===== src/rtl/spi_target_pkg.sv =====
// spi_target_pkg: shared constants for the SPI mode-0 target.
// Holds the FSM state encodings, synchroniser depth and parameter defaults.
package spi_target_pkg;

  localparam int unsigned SYNC_STAGES = 2;

  localparam logic [15:0] DEFAULT_FILL    = 16'h00FF;
  localparam logic [3:0]  DEFAULT_MIN_GAP = 4'd8;

  typedef logic [1:0] state_t;

  localparam state_t ST_WAIT_IDLE = 2'd0;
  localparam state_t ST_IDLE      = 2'd1;
  localparam state_t ST_ACTIVE    = 2'd2;

endpackage


===== src/rtl/spi_target_if.sv =====
// spi_target_if: word-level handshake and status bundle between the SPI target
// and the core logic. The core side uses the master modport, the target the slave.
interface spi_target_if #(
  parameter int unsigned WIDTH = 8
) ();

  logic [WIDTH-1:0] tx_data;
  logic             tx_valid;
  logic             tx_ready;
  logic [WIDTH-1:0] rx_data;
  logic             rx_valid;
  logic             frame_start;
  logic             frame_end;
  logic             rx_abort;
  logic             tx_underrun;
  logic             busy;

  modport master (
    output tx_data, tx_valid,
    input  tx_ready, rx_data, rx_valid, frame_start, frame_end,
           rx_abort, tx_underrun, busy
  );

  modport slave (
    input  tx_data, tx_valid,
    output tx_ready, rx_data, rx_valid, frame_start, frame_end,
           rx_abort, tx_underrun, busy
  );

endinterface


===== src/rtl/spi_input_sync.sv =====
// spi_input_sync: brings one asynchronous SPI pin into the clock domain and
// flags its edges. All flops clear to 0 so that a chip select held low across
// reset never looks like an idle bus until the real pin level has propagated.
module spi_input_sync
  import spi_target_pkg::*;
(
  input  logic clock,
  input  logic reset,
  input  logic async_in,
  output logic level,
  output logic rise,
  output logic fall
);

  logic [SYNC_STAGES-1:0] sync_r;
  logic                   dly_r;

  // Synchroniser chain plus one delayed copy of its output for edge detection
  always_ff @(posedge clock) begin
    if (reset) begin
      sync_r <= '0;
      dly_r  <= 1'b0;
    end else begin
      sync_r <= {sync_r[SYNC_STAGES-2:0], async_in};
      dly_r  <= sync_r[SYNC_STAGES-1];
    end
  end

  assign level = sync_r[SYNC_STAGES-1];
  assign rise  = level & ~dly_r;
  assign fall  = ~level & dly_r;

endmodule


===== src/rtl/spi_target.sv =====
// spi_target: SPI mode-0 responder oversampled in the system clock domain.
// Receives MOSI words, shifts a one-entry transmit holding register onto MISO
// (FILL when empty) and reports framing events to the core.
// Optional build macro SPI_TARGET_MIN_GAP_EN: reject frames whose CS_N-high
// gap before assertion is shorter than MIN_GAP clock cycles.
module spi_target
  import spi_target_pkg::*;
#(
  parameter int unsigned      WIDTH = 8,
  parameter logic [WIDTH-1:0] FILL  = DEFAULT_FILL[WIDTH-1:0]
`ifdef SPI_TARGET_MIN_GAP_EN
  ,
  parameter logic [3:0]       MIN_GAP = DEFAULT_MIN_GAP
`endif
) (
  input  logic       clock,
  input  logic       reset,
  input  logic       sclk,
  input  logic       cs_n,
  input  logic       mosi,
  output logic       miso,
  output logic       miso_oe,
  spi_target_if.slave core
);

  localparam int unsigned CNT_W = $clog2(WIDTH);

  // synchronised pins
  logic sclk_level_s, sclk_rise_s, sclk_fall_s;
  logic cs_level_s, cs_rise_s, cs_fall_s;
  logic mosi_level_s, unused_mosi_rise_s, unused_mosi_fall_s;
  logic unused_sclk_level_s;

  // state
  state_t           state_r;
  logic [CNT_W-1:0] bit_cnt_r;
  logic             pending_r;
  logic [WIDTH-1:0] shift_in_r;
  logic [WIDTH-1:0] shift_out_r;
  logic [WIDTH-1:0] hold_r;
  logic             hold_empty_r;
  logic [WIDTH-1:0] rx_data_r;
  logic             rx_valid_r;
  logic             frame_start_r;
  logic             frame_end_r;
  logic             rx_abort_r;
  logic             tx_underrun_r;
  logic             miso_oe_r;
  logic             busy_r;

  // decoded events
  logic start_s, reject_s, stop_s, bit_in_s, bit_out_s, wrap_s, load_s;
  logic gap_ok_s;

  spi_input_sync u_sync_sclk (
    .clock(clock), .reset(reset), .async_in(sclk),
    .level(sclk_level_s), .rise(sclk_rise_s), .fall(sclk_fall_s)
  );

  spi_input_sync u_sync_cs (
    .clock(clock), .reset(reset), .async_in(cs_n),
    .level(cs_level_s), .rise(cs_rise_s), .fall(cs_fall_s)
  );

  spi_input_sync u_sync_mosi (
    .clock(clock), .reset(reset), .async_in(mosi),
    .level(mosi_level_s), .rise(unused_mosi_rise_s), .fall(unused_mosi_fall_s)
  );

  assign unused_sclk_level_s = sclk_level_s;

`ifdef SPI_TARGET_MIN_GAP_EN
  logic [3:0] gap_cnt_r;

  // Count idle CS_N-high cycles; a short gap disqualifies the next assertion
  always_ff @(posedge clock) begin
    if (reset) begin
      gap_cnt_r <= MIN_GAP;
    end else if (stop_s || reject_s) begin
      gap_cnt_r <= 4'd0;
    end else if ((state_r == ST_IDLE) && cs_level_s && (gap_cnt_r < MIN_GAP)) begin
      gap_cnt_r <= gap_cnt_r + 4'd1;
    end else begin
      gap_cnt_r <= gap_cnt_r;
    end
  end

  // A frame is only accepted once the gap counter has saturated
  always_comb begin
    gap_ok_s = 1'b0;
    if (gap_cnt_r >= MIN_GAP) begin
      gap_ok_s = 1'b1;
    end else begin
      gap_ok_s = 1'b0;
    end
  end
`else
  assign gap_ok_s = 1'b1;
`endif

  // Decode frame and bit events; chip-select rising takes priority over SCLK
  always_comb begin
    start_s   = 1'b0;
    reject_s  = 1'b0;
    stop_s    = 1'b0;
    bit_in_s  = 1'b0;
    bit_out_s = 1'b0;
    if ((state_r == ST_IDLE) && cs_fall_s) begin
      start_s  = gap_ok_s;
      reject_s = ~gap_ok_s;
    end else if (state_r == ST_ACTIVE) begin
      stop_s    = cs_rise_s;
      bit_in_s  = ~cs_rise_s & sclk_rise_s;
      bit_out_s = ~cs_rise_s & sclk_fall_s;
    end else begin
      start_s = 1'b0;
    end
    wrap_s = bit_in_s && (bit_cnt_r == CNT_W'(WIDTH - 1));
    load_s = start_s || (bit_out_s && pending_r);
  end

  // Frame state machine and one-cycle framing pulses
  always_ff @(posedge clock) begin
    if (reset) begin
      state_r       <= ST_WAIT_IDLE;
      frame_start_r <= 1'b0;
      frame_end_r   <= 1'b0;
      rx_abort_r    <= 1'b0;
      miso_oe_r     <= 1'b0;
      busy_r        <= 1'b0;
    end else begin
      frame_start_r <= start_s;
      frame_end_r   <= stop_s;
      rx_abort_r    <= stop_s && (bit_cnt_r != '0);
      case (state_r)
        ST_WAIT_IDLE: begin
          if (cs_level_s) begin
            state_r <= ST_IDLE;
          end
        end
        ST_IDLE: begin
          if (start_s) begin
            state_r   <= ST_ACTIVE;
            miso_oe_r <= 1'b1;
            busy_r    <= 1'b1;
          end else if (reject_s) begin
            state_r <= ST_WAIT_IDLE;
          end
        end
        ST_ACTIVE: begin
          if (stop_s) begin
            state_r   <= ST_IDLE;
            miso_oe_r <= 1'b0;
            busy_r    <= 1'b0;
          end
        end
        default: begin
          state_r   <= ST_WAIT_IDLE;
          miso_oe_r <= 1'b0;
          busy_r    <= 1'b0;
        end
      endcase
    end
  end

  // Bit counter and the "next word due on the coming falling edge" flag
  always_ff @(posedge clock) begin
    if (reset) begin
      bit_cnt_r <= '0;
      pending_r <= 1'b0;
    end else if (start_s || stop_s) begin
      bit_cnt_r <= '0;
      pending_r <= 1'b0;
    end else if (wrap_s) begin
      bit_cnt_r <= '0;
      pending_r <= 1'b1;
    end else if (bit_in_s) begin
      bit_cnt_r <= bit_cnt_r + CNT_W'(1);
    end else if (bit_out_s) begin
      pending_r <= 1'b0;
    end
  end

  // Receive shifter; a completed word is published with a one-cycle strobe
  always_ff @(posedge clock) begin
    if (reset) begin
      shift_in_r <= '0;
      rx_data_r  <= '0;
      rx_valid_r <= 1'b0;
    end else begin
      rx_valid_r <= wrap_s;
      if (bit_in_s) begin
        shift_in_r <= {shift_in_r[WIDTH-2:0], mosi_level_s};
      end
      if (wrap_s) begin
        rx_data_r <= {shift_in_r[WIDTH-2:0], mosi_level_s};
      end
    end
  end

  // Transmit shifter and holding register; a load drains the holder or sends FILL
  always_ff @(posedge clock) begin
    if (reset) begin
      shift_out_r   <= '0;
      hold_r        <= '0;
      hold_empty_r  <= 1'b1;
      tx_underrun_r <= 1'b0;
    end else begin
      tx_underrun_r <= load_s && hold_empty_r;
      if (load_s) begin
        shift_out_r <= hold_empty_r ? FILL : hold_r;
      end else if (bit_out_s) begin
        shift_out_r <= {shift_out_r[WIDTH-2:0], 1'b0};
      end
      if (load_s && !hold_empty_r) begin
        hold_empty_r <= 1'b1;
      end else if (core.tx_valid && hold_empty_r) begin
        hold_r       <= core.tx_data;
        hold_empty_r <= 1'b0;
      end
    end
  end

  assign miso             = shift_out_r[WIDTH-1];
  assign miso_oe          = miso_oe_r;
  assign core.tx_ready    = hold_empty_r;
  assign core.rx_data     = rx_data_r;
  assign core.rx_valid    = rx_valid_r;
  assign core.frame_start = frame_start_r;
  assign core.frame_end   = frame_end_r;
  assign core.rx_abort    = rx_abort_r;
  assign core.tx_underrun = tx_underrun_r;
  assign core.busy        = busy_r;

endmodule


===== src/flat_wrapper.sv =====
// flat-port wrapper written by rule: the top's interface ports become plain ports
module spi_target_flat import spi_target_pkg::*;
#(
  parameter int unsigned      WIDTH = 8,
  parameter logic [WIDTH-1:0] FILL  = DEFAULT_FILL[WIDTH-1:0]

)
  (clock, reset, sclk, cs_n, mosi, miso, miso_oe, core_tx_data, core_tx_valid, core_tx_ready, core_rx_data, core_rx_valid, core_frame_start, core_frame_end, core_rx_abort, core_tx_underrun, core_busy);
  spi_target_if #(.WIDTH(WIDTH)) core_i ();
  input  logic clock;
  input  logic reset;
  input  logic sclk;
  input  logic cs_n;
  input  logic mosi;
  output logic miso;
  output logic miso_oe;
  input wire logic [$bits(core_i.tx_data)-1:0] core_tx_data;
  input wire logic [$bits(core_i.tx_valid)-1:0] core_tx_valid;
  output wire logic [$bits(core_i.tx_ready)-1:0] core_tx_ready;
  output wire logic [$bits(core_i.rx_data)-1:0] core_rx_data;
  output wire logic [$bits(core_i.rx_valid)-1:0] core_rx_valid;
  output wire logic [$bits(core_i.frame_start)-1:0] core_frame_start;
  output wire logic [$bits(core_i.frame_end)-1:0] core_frame_end;
  output wire logic [$bits(core_i.rx_abort)-1:0] core_rx_abort;
  output wire logic [$bits(core_i.tx_underrun)-1:0] core_tx_underrun;
  output wire logic [$bits(core_i.busy)-1:0] core_busy;
  assign core_i.tx_data = core_tx_data;
  assign core_i.tx_valid = core_tx_valid;
  assign core_tx_ready = core_i.tx_ready;
  assign core_rx_data = core_i.rx_data;
  assign core_rx_valid = core_i.rx_valid;
  assign core_frame_start = core_i.frame_start;
  assign core_frame_end = core_i.frame_end;
  assign core_rx_abort = core_i.rx_abort;
  assign core_tx_underrun = core_i.tx_underrun;
  assign core_busy = core_i.busy;
  spi_target #(.WIDTH(WIDTH), .FILL(FILL)) u_core (.clock(clock), .reset(reset), .sclk(sclk), .cs_n(cs_n), .mosi(mosi), .miso(miso), .miso_oe(miso_oe), .core(core_i));
endmodule

===== config.mk =====
export PLATFORM = sky130hd
export DESIGN_NAME = spi_target_flat
export DESIGN_NICKNAME = d
export VERILOG_FILES = /design/src/rtl/spi_target_pkg.sv /design/src/rtl/spi_target_if.sv /design/src/rtl/spi_input_sync.sv /design/src/rtl/spi_target.sv /design/src/flat_wrapper.sv
export SDC_FILE = /design/constraint.sdc
export NUM_CORES = 1
export LEC_CHECK = 0
export CORE_UTILIZATION = 56
export CTS_CLUSTER_DIAMETER = 30
export DETAILED_ROUTE_END_ITERATION = 10
export MAX_ROUTING_LAYER = met4
export PLACE_DENSITY = 0.82
export SYNTH_ARGS = -nofsm -noshare
export SYNTH_HDL_FRONTEND = slang
export SYNTH_SLANG_ARGS = --single-unit

===== constraint.sdc =====
create_clock -name clock -period 2.5 [get_ports clock]
set_clock_uncertainty 0.1 [all_clocks]
set_input_delay 0.75 -clock clock [delete_from_list [all_inputs] [get_ports clock]]
set_output_delay 0.75 -clock clock [all_outputs]
set_load 0.005 [all_outputs]

Figure 1. Close-up of the layout.
The bar under the picture is 5 um long. Window x 37 to 57, y 37 to 57 um. Cells in grey, sequential cells in the stronger grey; small squares are vias.
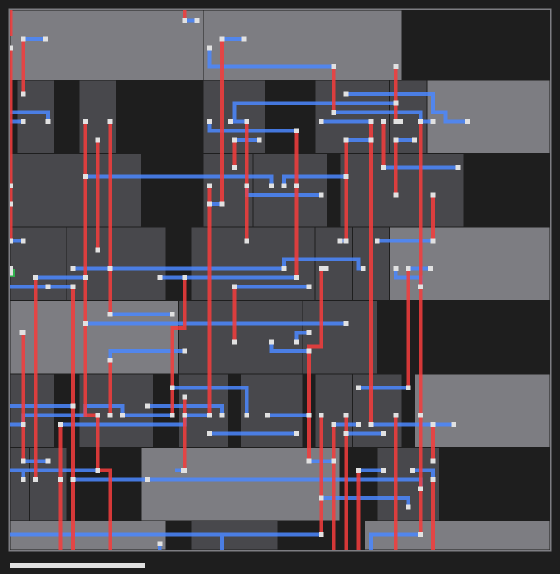
- green: metal 3
- red: metal 2
- blue: metal 1
- cells with their middle in the window: 31
- most frequent: dfxtp_1 (7)
- netlist names of flops here include: `u_core.bit_cnt_r` (3)
- sequential cells in the window: 7

==> out/qor.csv <==
stage;metric;value;unit
cells_and_area;layout cell share with drive strength beyond 1;6.855;%
power_and_ir_drop;Psw;310.2;uW
synthesis;Simple-Gate Area Share;24.26;%
clock_network;post_cts resized;0;
power_and_ir_drop;peak supply drop;429.6;uV
critical_path;WP buf/inv;1;
synthesis;count of cell types in the netlist;33;
power_and_ir_drop;Pleak;0.0008370;uW
timing;slew margin rel.;58.27;%
flow_run;max_cap viols;0;
clock_network;clock latency on the worst-skew pair;0.37;ns
outcome;run status;complete, no violations;
synthesis;Synth Area in Adders;1.847;%
clock_network;Clk pin slew, worst setup/hold paths;0.13;ns
critical_path;CP Data Required Time;1.65;ns
critical_path;Worst path top cell family by delay;buffers and inverters;
timing;min Tclk post-route;2.121;ns
power_and_ir_drop;Comb pwr share;6.1;%
clock_network;clk buf depth;2;
critical_path;Slowest Stage Delay on Critical Path;0.51;ns
floorplan;IO Count;31;
synthesis;Post-synth ARST share;0;%
synthesis;XORs/XNORs by Area;0;%
Figure 2. Congestion heat map.
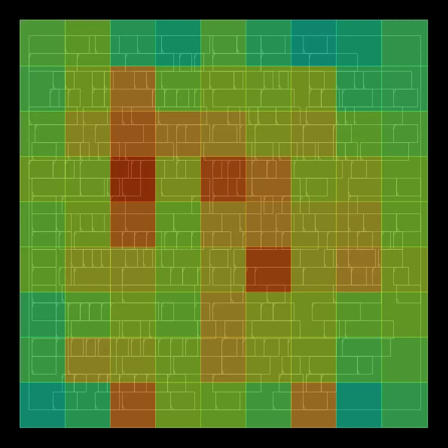
Top Usage Layer GRT: met2
met1 usage: 26.81%
all-layer global routing usage: 21.41%
M2 GR Usage: 33.24%

-- path summary, 6_finish.rpt --
| kind | startpoint | endpoint | slack, ns | cells after the start |
|---|---|---|---|---|
| min | u_core.u_sync_cs.sync_r[0]$_SDFF_PP0_ | u_core.u_sync_cs.sync_r[1]$_SDFF_PP0_ | 0.36 | 1 |
| max | u_core.miso_oe$_SDFFE_PP0P_ | core_busy | 0.38 | 1 |
| max reg2reg | u_core.state_r[1]$_SDFFE_PP0P_ | u_core.bit_cnt_r[0]$_SDFFE_PP0P_ | 0.63 | 5 |
| min reg2reg | u_core.u_sync_cs.sync_r[0]$_SDFF_PP0_ | u_core.u_sync_cs.sync_r[1]$_SDFF_PP0_ | 0.36 | 1 |
-- final cells by class --
| class | instances | area [um2] |
|---|---|---|
| Sequential cell | 52 | 1041 |
| Fill cell | 277 | 960.9 |
| Multi-Input combinational cell | 147 | 893.4 |
| Timing Repair Buffer | 35 | 350.3 |
| Tap cell | 46 | 57.56 |
| Clock buffer | 6 | 51.30 |
| Clock inverter | 2 | 38.79 |
| Inverter | 6 | 22.52 |
-- power groups by stage --
stage,Sequential (uW),Combinational (uW),Clock (uW)
6_report,860,88.5,496
5_1_grt,864,98.7,550
4_1_cts,860,89.3,510
3_5_place_dp,878,89.1,0
3_3_place_gp,878,88.2,0
2_1_floorplan,875,52.2,0
-- cell families after synthesis --
| group | after synthesis |
|---|---|
| buffers and inverters | 21 |
| flip-flops | 52 |
| AND-OR/OR-AND | 46 |
| adder cells (fa/ha/maj) | 3 |
| AND/OR/NAND/NOR | 90 |
| multiplexers | 8 |
-- flip-flops by register name, summed over array words and instances (netlist names), 2 cells and up --
register                   cells
u_core.u_sync_mosi.sync_r      2
u_core.shift_out_r             8
u_core.hold_r                  8
u_core.state_r                 2
u_core.bit_cnt_r               3
u_core.core.rx_data            8
u_core.shift_in_r              7
u_core.u_sync_cs.sync_r        2
u_core.u_sync_sclk.sync_r      2
-- stage by stage --
step | area, um2 | hold slack, ns
after floorplan | 2032 | 0.3138
after global placement | 2365 | 0.3183
after detailed placement | 2365 | 0.3350
after CTS | 2455 | 0.3607
after global routing | 2455 | 0.3696
final | 2455 | 0.3569
-- layout by cell type, fill, tap and decap left out, types with 2 or more instances in the layout --
cell / netlist / final
nor2b_1: 10 / 10
dfxtp_1: 52 / 52
nand2b_1: 4 / 4
and3_1: 2 / 2
nand2_1: 20 / 20
a21oi_1: 22 / 22
inv_1: 6 / 6
mux2i_1: 8 / 8
a31oi_1: 8 / 8
nand3_1: 24 / 24
clkbuf_4: 0 / 5
nor2_1: 14 / 14
buf_4: 2 / 4
nand3b_1: 9 / 9
clkdlybuf4s50_1: 0 / 30
ha_1: 3 / 3
o21ai_1: 9 / 9
-- routing by layer --
metal	vias up	part of all wire (%)	GRT usage, %
li1	821	-	-
met1	720	50	26.81
met2	30	44	33.24
met3	8	3.7	4.963
met4	0	1.8	8.721
met5	-	0	-
Power and IR drop assume default switching activity.
